Figure 1. M1 wires.
Bar = 50 um. Supply wires on this layer in gray.
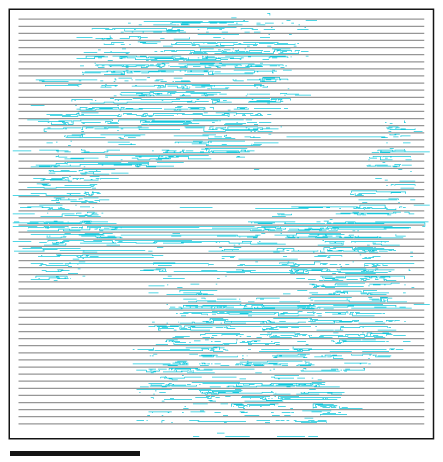
Figure 2. Signal wires on met2.
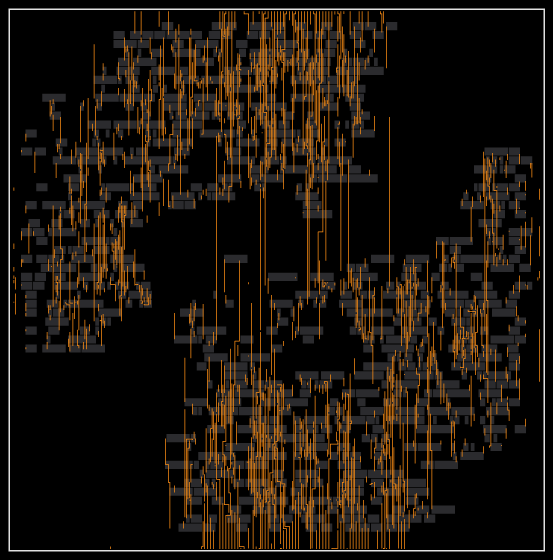
Figure 3. Met3 routing.
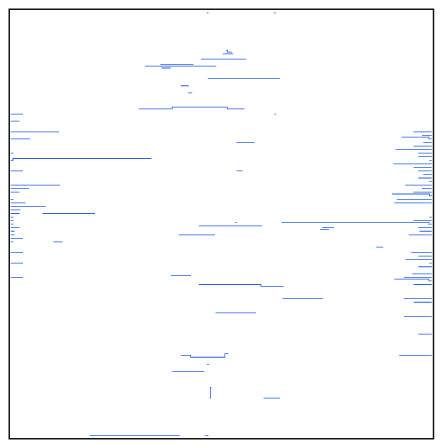
Figure 4. Signal wires on met4.
Supply wires on this layer in gray.
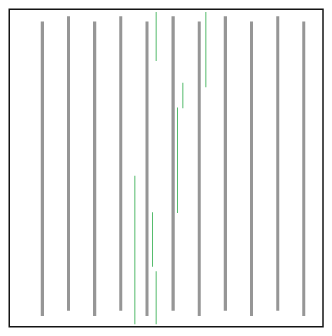
==> src/rtl/vram_fetch_arbiter_if.sv <==
// Word-wide single-port VRAM bus between the fetch arbiter
// (master) and the memory (slave).
interface vram_fetch_arbiter_if #(
    parameter int AW = 19
);
    logic          mem_req;
    logic          mem_we;
    logic [AW-2:0] mem_addr;
    logic [1:0]    mem_be;
    logic [15:0]   mem_wdata;
    logic [15:0]   mem_rdata;
    logic          mem_ack;
    logic          mem_err;

    modport master (
        output mem_req, mem_we, mem_addr, mem_be,
        output mem_wdata, mem_err,
        input  mem_rdata, mem_ack
    );

    modport slave (
        input  mem_req, mem_we, mem_addr, mem_be,
        input  mem_wdata, mem_err,
        output mem_rdata, mem_ack
    );
endinterface

==> src/rtl/vram_fetch_arbiter.sv <==
// Single-port VRAM arbiter: two-word video fetch (priority)
// and non-preemptible CPU byte accesses over one 16-bit port.
module vram_fetch_arbiter #(
    parameter int AW      = 19,
    parameter int TIMEOUT = 15
) (
    input  logic          clk_sys,
    input  logic          reset,
    input  logic          vid_req,
    input  logic [AW-1:0] vid_addr1,
    input  logic [AW-1:0] vid_addr2,
    output logic [15:0]   vid_dout1,
    output logic [15:0]   vid_dout2,
    output logic          vid_done,
    output logic          vid_overrun,
    input  logic          cpu_req,
    input  logic          cpu_we,
    input  logic [AW-1:0] cpu_addr,
    input  logic [7:0]    cpu_din,
    output logic [7:0]    cpu_dout,
    output logic          cpu_ack,
    vram_fetch_arbiter_if.master bus
);
    typedef enum logic [1:0] {
        IDLE, V1, V2, CPU
    } state_t;

    state_t        state, state_nx;
    logic          vpend;
    logic [AW-2:0] lat_a1, lat_a2, cur_a2;
    logic [15:0]   temp1;
    logic [3:0]    tmo_cnt;
    logic          acked, tmo, fin;
    logic          issue_v1, issue_v2, issue_cpu;
    logic [15:0]   rdata;
    logic          vid_addr_unused;

    assign vid_addr_unused = vid_addr1[0] ^ vid_addr2[0];

    // An abort behaves like an ack that returned all ones.
    assign acked = bus.mem_req & bus.mem_ack;
    assign tmo   = bus.mem_req & ~bus.mem_ack
                 & (tmo_cnt == 4'(TIMEOUT - 1));
    assign fin   = acked | tmo;
    assign rdata = acked ? bus.mem_rdata : 16'hFFFF;

    always_ff @(posedge clk_sys) begin
        if (reset) state <= IDLE;
        else       state <= state_nx;
    end

    always_comb begin
        state_nx  = state;
        issue_v1  = 1'b0;
        issue_v2  = 1'b0;
        issue_cpu = 1'b0;
        unique case (state)
            IDLE: begin
                if (vpend) begin
                    state_nx = V1;
                    issue_v1 = 1'b1;
                end else if (cpu_req && !vid_req) begin
                    state_nx  = CPU;
                    issue_cpu = 1'b1;
                end
            end
            V1: if (fin) state_nx = V2;
            V2: begin
                issue_v2 = ~bus.mem_req;
                if (fin) state_nx = IDLE;
            end
            CPU: if (fin) state_nx = IDLE;
            default: state_nx = IDLE;
        endcase
    end

    always_ff @(posedge clk_sys) begin
        if (reset) begin
            vpend         <= 1'b0;
            lat_a1        <= '0;
            lat_a2        <= '0;
            cur_a2        <= '0;
            temp1         <= '0;
            tmo_cnt       <= '0;
            vid_dout1     <= '0;
            vid_dout2     <= '0;
            vid_done      <= 1'b0;
            vid_overrun   <= 1'b0;
            cpu_dout      <= '0;
            cpu_ack       <= 1'b0;
            bus.mem_req   <= 1'b0;
            bus.mem_we    <= 1'b0;
            bus.mem_addr  <= '0;
            bus.mem_be    <= '0;
            bus.mem_wdata <= '0;
            bus.mem_err   <= 1'b0;
        end else begin
            vid_done    <= 1'b0;
            vid_overrun <= 1'b0;
            cpu_ack     <= 1'b0;
            bus.mem_err <= tmo;
            // A new strobe always wins over the clear on issue.
            if (vid_req) begin
                lat_a1      <= vid_addr1[AW-1:1];
                lat_a2      <= vid_addr2[AW-1:1];
                vpend       <= 1'b1;
                vid_overrun <= vpend | (state == V1)
                             | (state == V2);
            end else if (issue_v1) begin
                vpend <= 1'b0;
            end
            if (bus.mem_req && !fin)
                tmo_cnt <= tmo_cnt + 4'd1;
            if (issue_v1) begin
                bus.mem_req  <= 1'b1;
                bus.mem_we   <= 1'b0;
                bus.mem_addr <= lat_a1;
                bus.mem_be   <= 2'b11;
                cur_a2       <= lat_a2;
                tmo_cnt      <= '0;
            end
            if (issue_v2) begin
                bus.mem_req  <= 1'b1;
                bus.mem_we   <= 1'b0;
                bus.mem_addr <= cur_a2;
                bus.mem_be   <= 2'b11;
                tmo_cnt      <= '0;
            end
            if (issue_cpu) begin
                bus.mem_req   <= 1'b1;
                bus.mem_we    <= cpu_we;
                bus.mem_addr  <= cpu_addr[AW-1:1];
                bus.mem_be    <= !cpu_we    ? 2'b11
                               : cpu_addr[0] ? 2'b10 : 2'b01;
                bus.mem_wdata <= {cpu_din, cpu_din};
                tmo_cnt       <= '0;
            end
            if (fin) begin
                bus.mem_req <= 1'b0;
                bus.mem_we  <= 1'b0;
                unique case (state)
                    V1: temp1 <= rdata;
                    V2: begin
                        vid_dout1 <= temp1;
                        vid_dout2 <= rdata;
                        vid_done  <= 1'b1;
                    end
                    CPU: begin
                        cpu_ack <= 1'b1;
                        if (!bus.mem_we)
                            cpu_dout <= cpu_addr[0] ? rdata[15:8]
                                                    : rdata[7:0];
                    end
                    default: ;
                endcase
            end
        end
    end
endmodule

==> src/flat_wrapper.sv <==
// flat-port wrapper written by rule: the top's interface ports become plain ports
module vram_fetch_arbiter_flat 
#(
    parameter int AW      = 19,
    parameter int TIMEOUT = 15
)
  (clk_sys, reset, vid_req, vid_addr1, vid_addr2, vid_dout1, vid_dout2, vid_done, vid_overrun, cpu_req, cpu_we, cpu_addr, cpu_din, cpu_dout, cpu_ack, bus_mem_req, bus_mem_we, bus_mem_addr, bus_mem_be, bus_mem_wdata, bus_mem_err, bus_mem_rdata, bus_mem_ack);
  vram_fetch_arbiter_if #(.AW(AW)) bus_i ();
  input  logic clk_sys;
  input  logic reset;
  input  logic vid_req;
  input  logic [AW-1:0] vid_addr1;
  input  logic [AW-1:0] vid_addr2;
  output logic [15:0] vid_dout1;
  output logic [15:0] vid_dout2;
  output logic vid_done;
  output logic vid_overrun;
  input  logic cpu_req;
  input  logic cpu_we;
  input  logic [AW-1:0] cpu_addr;
  input  logic [7:0] cpu_din;
  output logic [7:0] cpu_dout;
  output logic cpu_ack;
  output wire logic [$bits(bus_i.mem_req)-1:0] bus_mem_req;
  output wire logic [$bits(bus_i.mem_we)-1:0] bus_mem_we;
  output wire logic [$bits(bus_i.mem_addr)-1:0] bus_mem_addr;
  output wire logic [$bits(bus_i.mem_be)-1:0] bus_mem_be;
  output wire logic [$bits(bus_i.mem_wdata)-1:0] bus_mem_wdata;
  output wire logic [$bits(bus_i.mem_err)-1:0] bus_mem_err;
  input wire logic [$bits(bus_i.mem_rdata)-1:0] bus_mem_rdata;
  input wire logic [$bits(bus_i.mem_ack)-1:0] bus_mem_ack;
  assign bus_mem_req = bus_i.mem_req;
  assign bus_mem_we = bus_i.mem_we;
  assign bus_mem_addr = bus_i.mem_addr;
  assign bus_mem_be = bus_i.mem_be;
  assign bus_mem_wdata = bus_i.mem_wdata;
  assign bus_mem_err = bus_i.mem_err;
  assign bus_i.mem_rdata = bus_mem_rdata;
  assign bus_i.mem_ack = bus_mem_ack;
  vram_fetch_arbiter #(.AW(AW), .TIMEOUT(TIMEOUT)) u_core (.clk_sys(clk_sys), .reset(reset), .vid_req(vid_req), .vid_addr1(vid_addr1), .vid_addr2(vid_addr2), .vid_dout1(vid_dout1), .vid_dout2(vid_dout2), .vid_done(vid_done), .vid_overrun(vid_overrun), .cpu_req(cpu_req), .cpu_we(cpu_we), .cpu_addr(cpu_addr), .cpu_din(cpu_din), .cpu_dout(cpu_dout), .cpu_ack(cpu_ack), .bus(bus_i));
endmodule
==> config.mk <==
export PLATFORM = sky130hd
export DESIGN_NAME = vram_fetch_arbiter_flat
export DESIGN_NICKNAME = d
export VERILOG_FILES = /design/src/rtl/vram_fetch_arbiter_if.sv /design/src/rtl/vram_fetch_arbiter.sv /design/src/flat_wrapper.sv
export SDC_FILE = /design/constraint.sdc
export NUM_CORES = 1
export LEC_CHECK = 0
export CORE_AREA = 3 3 159 161
export CTS_CLUSTER_SIZE = 24
export DETAILED_ROUTE_END_ITERATION = 10
export DIE_AREA = 0 0 162 164
export SETUP_SLACK_MARGIN = 0.1
export SYNTH_ARGS = -nofsm -noshare
export SYNTH_HDL_FRONTEND = slang
export SYNTH_SLANG_ARGS = --single-unit
==> constraint.sdc <==
create_clock -name clk_sys -period 2.2 [get_ports clk_sys]
set_input_delay 0.44 -clock clk_sys [delete_from_list [all_inputs] [get_ports clk_sys]]
set_output_delay 0.44 -clock clk_sys [all_outputs]
set_load 0.02 [all_outputs]
==> summary.txt <==
Status of the implementation.

- The horizontal die dimension is 162 um, for reference.
- Logic depth along the worst register-to-register path is recorded as 5.
- The termination of the worst setup path is bus_mem_req, for reference.
- In this run the mean area of a mapped cell was 9.659 sq um.
- The post-route clock period utilization is 88.50%, for reference.
- For the worst setup path, the data required time is 1.76 ns.
- The first TritonRoute pass finished after 5 iterations.
- By count the netlist is led by dfxtp_1, nand2_1, nor2_1, a21oi_1.
- The number of flops mapped to enable cells by yosys is 0, for reference.
- After layout, the design draws a total of 6.696 mW.
- The synthesized cell area is 5998 sq um, for reference.
- Setup slack on the worst path after placement came out at -0.1021 ns.
- The dominant cell type by area after synthesis is dfxtp_1, for reference.
- The arrival time of data at the critical path endpoint is 1.51 ns, for reference.
- The clock-pin slew of the registers on the worst-case setup and hold paths is 0.07 ns, for reference.
- The placed wire-length estimate after detailed placement is 12320 um, for reference.
- The register-to-register setup slack is 0.32 ns, for reference.
- The tally of non-filler cells in the final layout is 1114, for reference.
- The sort of element at the end of the critical path is a primary output, for reference.
- Per the placement log, port buffering inserted 166 buffers.
- The combinational logic power is 946 uW, for reference.
- Total global-route track usage over all layers is 13.57%.
- The post-route netlist has 15.08% of its cells at a drive strength greater than 1.
- For the worst reg-to-reg path, the endpoint reported by OpenROAD is u_core.bus.mem_addr[11].
- The number of warning messages in the logs is 29, for reference.
- The highest clock rate this design can be run at is 513.6 MHz.
- After layout, the worst setup slack is 0.2531 ns.
- Ranking logic cells in the layout by count gives the top entries clkdlybuf4s50_1, dfxtp_1, nand2_1.
- At the pin with the least slew margin, the transition time is 0.8438 ns.
- The wire length recorded after detailed routing is 18000 um.
- The total of warnings raised by yosys is 0, for reference.
- The normalized max-slew margin is 43.75%, for reference.
- In the power breakdown, the internal column shows 4.828 mW.
- The switching component of the power was reported as 1.868 mW.
- In this run, power in flip-flops and latches comes to 2.93 mW.
- The core region is 24110 sq um.
- The run finished with clean final reports.
- The placer congestion estimate is 0.7267, for reference.
- After detailed placement, the design holds a cell count of 1081.
- Setup repair after global routing left no endpoint under its margin.
- The source of the worst register-to-register timing path is u_core.state[1], for reference.
## Picture notes: Figure 1
nets with wire on the layer: 768
longest straight run: 63.9 um

## Picture notes: Figure 2
longest straight run: 61.9 um
wire length on this layer: 8180 um
main direction: vertical
share of all routed wire: 45%
nets with wire on the layer: 708

## Picture notes: Figure 3
wire length on this layer: 886 um
main direction: horizontal

## Picture notes: Figure 4
main direction: vertical
wire length on this layer: 263 um
share of all routed wire: 1.5%
nets with wire on the layer: 5
longest straight run: 76.8 um

per-stage QoR:
stage	setup TNS (ns)	util (%)	area [sq um]
2_1_floorplan	0	-	5998
6_report	0	35.63	8588
3_5_place_dp	-2.268	33.21	8006
3_3_place_gp	-1.818	33.21	8006
5_1_grt	0	35.62	8586
4_1_cts	0	35.59	8579
cell type report:
class	count	area, sq um
Inverter	3	11.26
Timing Repair Buffer	191	1904
Fill cell	2489	15520
Clock inverter	14	132.6
Tap cell	324	405.4
Antenna cell	1	2.502
Multi-Input combinational cell	412	2669
Clock buffer	18	439.2
Sequential cell	151	3024
kinds of logic (layout without fill, tap and decap cells):
kind of cell    after synthesis  count (layout)  synth area share, %
fa+ha+maj                     2               2               0.4171
flops                       151             151                50.40
buf+inv                      58             226                5.319
other cells                   0               1                    0
xor+xnor                      3               3               0.4381
mux                          36              36                6.008
simple gates                232             232                17.94
compound gates              139             139                19.48
timing repair:
item | 4_1_cts | 5_1_grt
hold buffers | 0 | 0
endpoints found under the setup margin | 1 | 16
buffers inserted | 0 | 0
resized | 1 | 1
worst min-delay path by stage:
stage / startpoint / endpoint / cells past startpoint / slack [ns]
6_report: reset / u_core.vid_done / 2 / 0.36
3_5_place_dp: u_core.vid_dout1[8] / u_core.vid_dout1[8] / 2 / 0.45
4_1_cts: reset / u_core.vid_done / 2 / 0.35
5_1_grt: reset / u_core.vid_dout1[6] / 2 / 0.38
2_1_floorplan: u_core.lat_a2[0] / u_core.cur_a2[0] / 2 / 0.43
3_3_place_gp: u_core.lat_a2[13] / u_core.cur_a2[13] / 2 / 0.44
routing by layer:
layer  vias up  GRT usage (%)  part of all wire, %
li1       2509              -                    -
met1      2402          19.20                   48
met2       129          20.75                   45
met3        16          2.825                  4.9
met4         0          4.188                  1.5
met5         -              0                    0
Power is estimated from default activity; no workload was simulated.
